**Sizing map**

Bar = 20 microns.
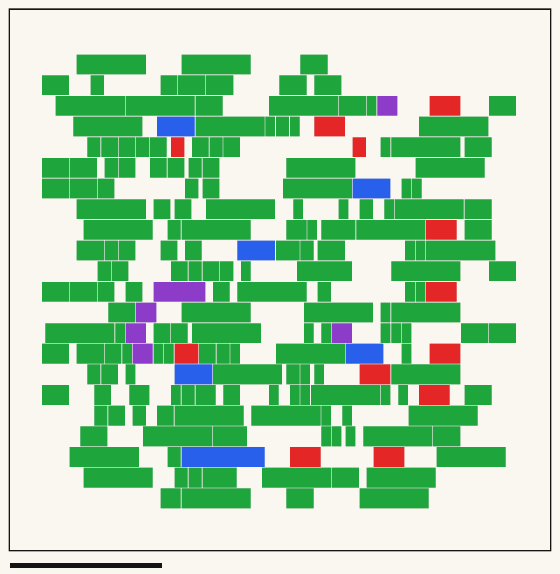
**Routing congestion map**

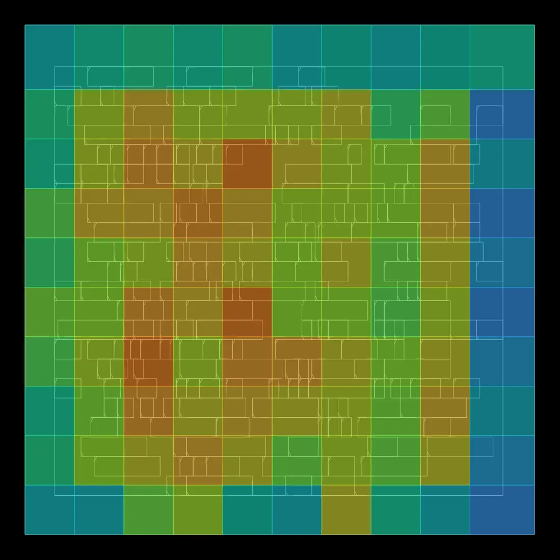
**Sequential cells grouped by signal name**

Bar = 20 microns. Other sequential cells in the stronger grey, the rest of the logic in the fainter grey.
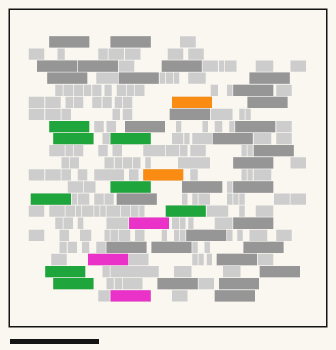
===== config.mk =====
export PLATFORM = sky130hd
export DESIGN_NAME = alu_serial_ctrl
export DESIGN_NICKNAME = d
export VERILOG_FILES = /design/src/rtl/alu_serial_ctrl.sv
export SDC_FILE = /design/constraint.sdc
export NUM_CORES = 1
export LEC_CHECK = 0
export CAP_MARGIN = 10
export CORE_MARGIN = 4
export CORE_UTILIZATION = 46
export DETAILED_ROUTE_END_ITERATION = 7
export PLACE_DENSITY = 0.71
export SYNTH_ARGS = -nofsm -noshare
export SYNTH_HDL_FRONTEND = slang
export SYNTH_SLANG_ARGS = --single-unit

===== constraint.sdc =====
create_clock -name clk -period 2.6 [get_ports clk]
set_input_delay 0.65 -clock clk [delete_from_list [all_inputs] [get_ports clk]]
set_output_delay 0.65 -clock clk [all_outputs]
set_load 0.03 [all_outputs]

===== src/rtl/alu_serial_ctrl.sv =====
// alu_serial_ctrl: bit-serial XOR/XNOR/ADD/SUB sequencer around one alu1bit.
// Processes WIDTH bits LSB first, one bit per clock, with the inter-bit
// carry held in a flop. Optional feature macro: ALU_SERIAL_OVF_EN adds a
// signed-overflow output (ovf) for ADD/SUB.

module alu1bit #(
  parameter int nand_tpd = 1,
  parameter int or_tpd   = 1,
  parameter int xnor_tpd = 1
) (
  input  logic       a,
  input  logic       b,
  input  logic       cin,
  input  logic [1:0] op,
  output logic       s,
  output logic       cout
);
  // Gate delays only describe the cin->s/cout path for clock planning;
  // they must be non-negative to be meaningful.
  if (nand_tpd < 0 || or_tpd < 0 || xnor_tpd < 0) begin : g_tpd_chk
    $error("alu1bit: negative gate delay parameter");
  end

  logic bb;
  assign bb = b ^ op[0];  // op[0] inverts b: XNOR for logic ops, ~b for SUB

  // Logic ops ignore cin; arithmetic ops form a full adder.
  always_comb begin
    s    = a ^ bb;
    cout = 1'b0;
    if (op[1]) begin
      s    = a ^ bb ^ cin;
      cout = (a & bb) | (a & cin) | (bb & cin);
    end
  end
endmodule

module alu_serial_ctrl #(
  parameter int WIDTH    = 8,
  parameter int nand_tpd = 1,
  parameter int or_tpd   = 1,
  parameter int xnor_tpd = 1
) (
  input  logic             clk,
  input  logic             rst,
  input  logic             start,
  input  logic [1:0]       op,
  input  logic [WIDTH-1:0] a_in,
  input  logic [WIDTH-1:0] b_in,
  output logic             busy,
  output logic             done,
  output logic [WIDTH-1:0] result,
  output logic             cout
`ifdef ALU_SERIAL_OVF_EN
  , output logic           ovf
`endif
);
  localparam int CW = (WIDTH > 1) ? $clog2(WIDTH) : 1;
  localparam logic [CW-1:0] LAST = CW'(WIDTH - 1);

  if (WIDTH < 2) begin : g_width_chk
    $error("alu_serial_ctrl: WIDTH must be >= 2");
  end

  typedef enum logic [1:0] {IDLE, RUN, DONE} state_t;

  state_t           state_q, state_d;
  logic [WIDTH-1:0] a_sh_q, a_sh_d;
  logic [WIDTH-1:0] b_sh_q, b_sh_d;
  logic [WIDTH-1:0] r_sh_q, r_sh_d;
  logic [1:0]       op_q, op_d;
  logic             carry_q, carry_d;
  logic [CW-1:0]    cnt_q, cnt_d;
  logic [WIDTH-1:0] result_q, result_d;
  logic             cout_q, cout_d;
  logic             done_q, done_d;
`ifdef ALU_SERIAL_OVF_EN
  logic             cmsb_q, cmsb_d;  // carry into the MSB position
  logic             ovf_q, ovf_d;
`endif

  logic alu_s, alu_cout;

  alu1bit #(
    .nand_tpd (nand_tpd),
    .or_tpd   (or_tpd),
    .xnor_tpd (xnor_tpd)
  ) u_alu (
    .a    (a_sh_q[0]),
    .b    (b_sh_q[0]),
    .cin  (carry_q),
    .op   (op_q),
    .s    (alu_s),
    .cout (alu_cout)
  );

  // Next-state and datapath updates; every _d defaults to hold.
  always_comb begin
    state_d  = state_q;
    a_sh_d   = a_sh_q;
    b_sh_d   = b_sh_q;
    r_sh_d   = r_sh_q;
    op_d     = op_q;
    carry_d  = carry_q;
    cnt_d    = cnt_q;
    result_d = result_q;
    cout_d   = cout_q;
    done_d   = 1'b0;
`ifdef ALU_SERIAL_OVF_EN
    cmsb_d   = cmsb_q;
    ovf_d    = ovf_q;
`endif
    unique case (state_q)
      IDLE: begin
        if (start) begin
          a_sh_d  = a_in;
          b_sh_d  = b_in;
          op_d    = op;
          cnt_d   = '0;
          carry_d = op[0];  // +1 seed turns a + ~b into a - b
          state_d = RUN;
        end
      end
      RUN: begin
        r_sh_d  = {alu_s, r_sh_q[WIDTH-1:1]};
        a_sh_d  = a_sh_q >> 1;
        b_sh_d  = b_sh_q >> 1;
        carry_d = alu_cout;
        if (cnt_q == LAST) begin
`ifdef ALU_SERIAL_OVF_EN
          cmsb_d = carry_q;
`endif
          state_d = DONE;
        end else begin
          cnt_d = cnt_q + 1'b1;
        end
      end
      DONE: begin
        result_d = r_sh_q;
        cout_d   = op_q[1] ? carry_q : 1'b0;
`ifdef ALU_SERIAL_OVF_EN
        ovf_d    = op_q[1] ? (cmsb_q ^ carry_q) : 1'b0;
`endif
        done_d   = 1'b1;
        state_d  = IDLE;
      end
      default: state_d = IDLE;
    endcase
  end

  // State and datapath registers, cleared asynchronously.
  always_ff @(posedge clk or posedge rst) begin
    if (rst) begin
      state_q  <= IDLE;
      a_sh_q   <= '0;
      b_sh_q   <= '0;
      r_sh_q   <= '0;
      op_q     <= '0;
      carry_q  <= 1'b0;
      cnt_q    <= '0;
      result_q <= '0;
      cout_q   <= 1'b0;
      done_q   <= 1'b0;
`ifdef ALU_SERIAL_OVF_EN
      cmsb_q   <= 1'b0;
      ovf_q    <= 1'b0;
`endif
    end else begin
      state_q  <= state_d;
      a_sh_q   <= a_sh_d;
      b_sh_q   <= b_sh_d;
      r_sh_q   <= r_sh_d;
      op_q     <= op_d;
      carry_q  <= carry_d;
      cnt_q    <= cnt_d;
      result_q <= result_d;
      cout_q   <= cout_d;
      done_q   <= done_d;
`ifdef ALU_SERIAL_OVF_EN
      cmsb_q   <= cmsb_d;
      ovf_q    <= ovf_d;
`endif
    end
  end

  assign busy   = (state_q != IDLE);
  assign done   = done_q;
  assign result = result_q;
  assign cout   = cout_q;
`ifdef ALU_SERIAL_OVF_EN
  assign ovf    = ovf_q;
`endif
endmodule


==> run notes <==
run metrics: Top cell excl fill/tap=dfrtp_1, Die Size=0.00506 sq mm, Min-Delay Path Class=flop to flop, Chip Width=71.1 microns, WHS Endpoint=r_sh_q[0], kind of critical path=flop to primary output, io pins=32, total power=2.68 mW, # setup viols final=0, max frequency=about 420 MHz, GRT Overall Usage=15.8%, CP Buf/Inv Count=2, Seq cells post-synth=42, MUX share of area=6.08%, vias in the first global route=approximately 1.4k, cell with the most instances after synthesis=dfrtp_1, ys async rst share=100%, status=finished, final reports clean, initial antenna violation count=0, largest fanout on the critical path=10, routed wl met3=188 microns, Inverters, non-clock=5, Worst Path Required=1.95 ns, Core Region=0.00374 sq mm, Worst Setup EP=busy, Antenna Nets Post-Route=0, RePlAce Congestion=0.779, Reg-to-Reg End=b_sh_q[2], xor/xnor share=less than 1%, Tap Count=48, RSZ-0062 raised after global routing=no, Final Max Slew Viols=0, Comb. pwr=1.02 mW, clock network area share=~4.8%, Cell Type Count=26, most frequent cells after synthesis=42 x dfrtp_1, 34 x nand2_1, 27 x o22ai_1, Top delay family on crit path=buffers and inverters, Post-synth top flop=dfrtp_1, clock latency on the worst-skew pair=0.29 ns, Tool Warnings=27, CP max stage delay=0.68 ns, dominant class by area=flip-flops and latches, Post-Synth Simple-Gate Area=about 11%, area leader, netlist=dfrtp_1, R2R cell count=4, FF-to-FF setup slack=0.95 ns, Post-Synthesis Cells=172, MaxCap Viol Count=0
Back to the opening pictures, 'sizing map':
Blue shows drive 6 and up, cells 6. Purple shows drive 3 to 4, cells 6. Red shows drive 2, cells 12. Green shows drive 1 or less, cells 181.
Final Cell Area: 0.00228 sq mm
nonclk buf count: 36
Area growth, synth to finish: 24.6%
Setup WS post-layout: 0.229 ns

Back to the opening pictures, 'routing congestion map':
GR Util met2: 26.9%
wire per inst: 14.7 microns
met1 usage: 19.5%
met3 usage: 5.11%
Most Crowded Layer GR: met2

Back to the opening pictures, 'sequential cells grouped by signal name':
Magenta shows cnt_q, flops 3. Orange shows op_q, flops 2. Green shows a_sh_q, flops 8.
register area: 0.00105 sq mm
Post-Route Utilization: 61.0%
Seq area share: 46.1%
P_seq: 1.16 mW

No activity file was given, so power comes from the tool's default toggle rates.
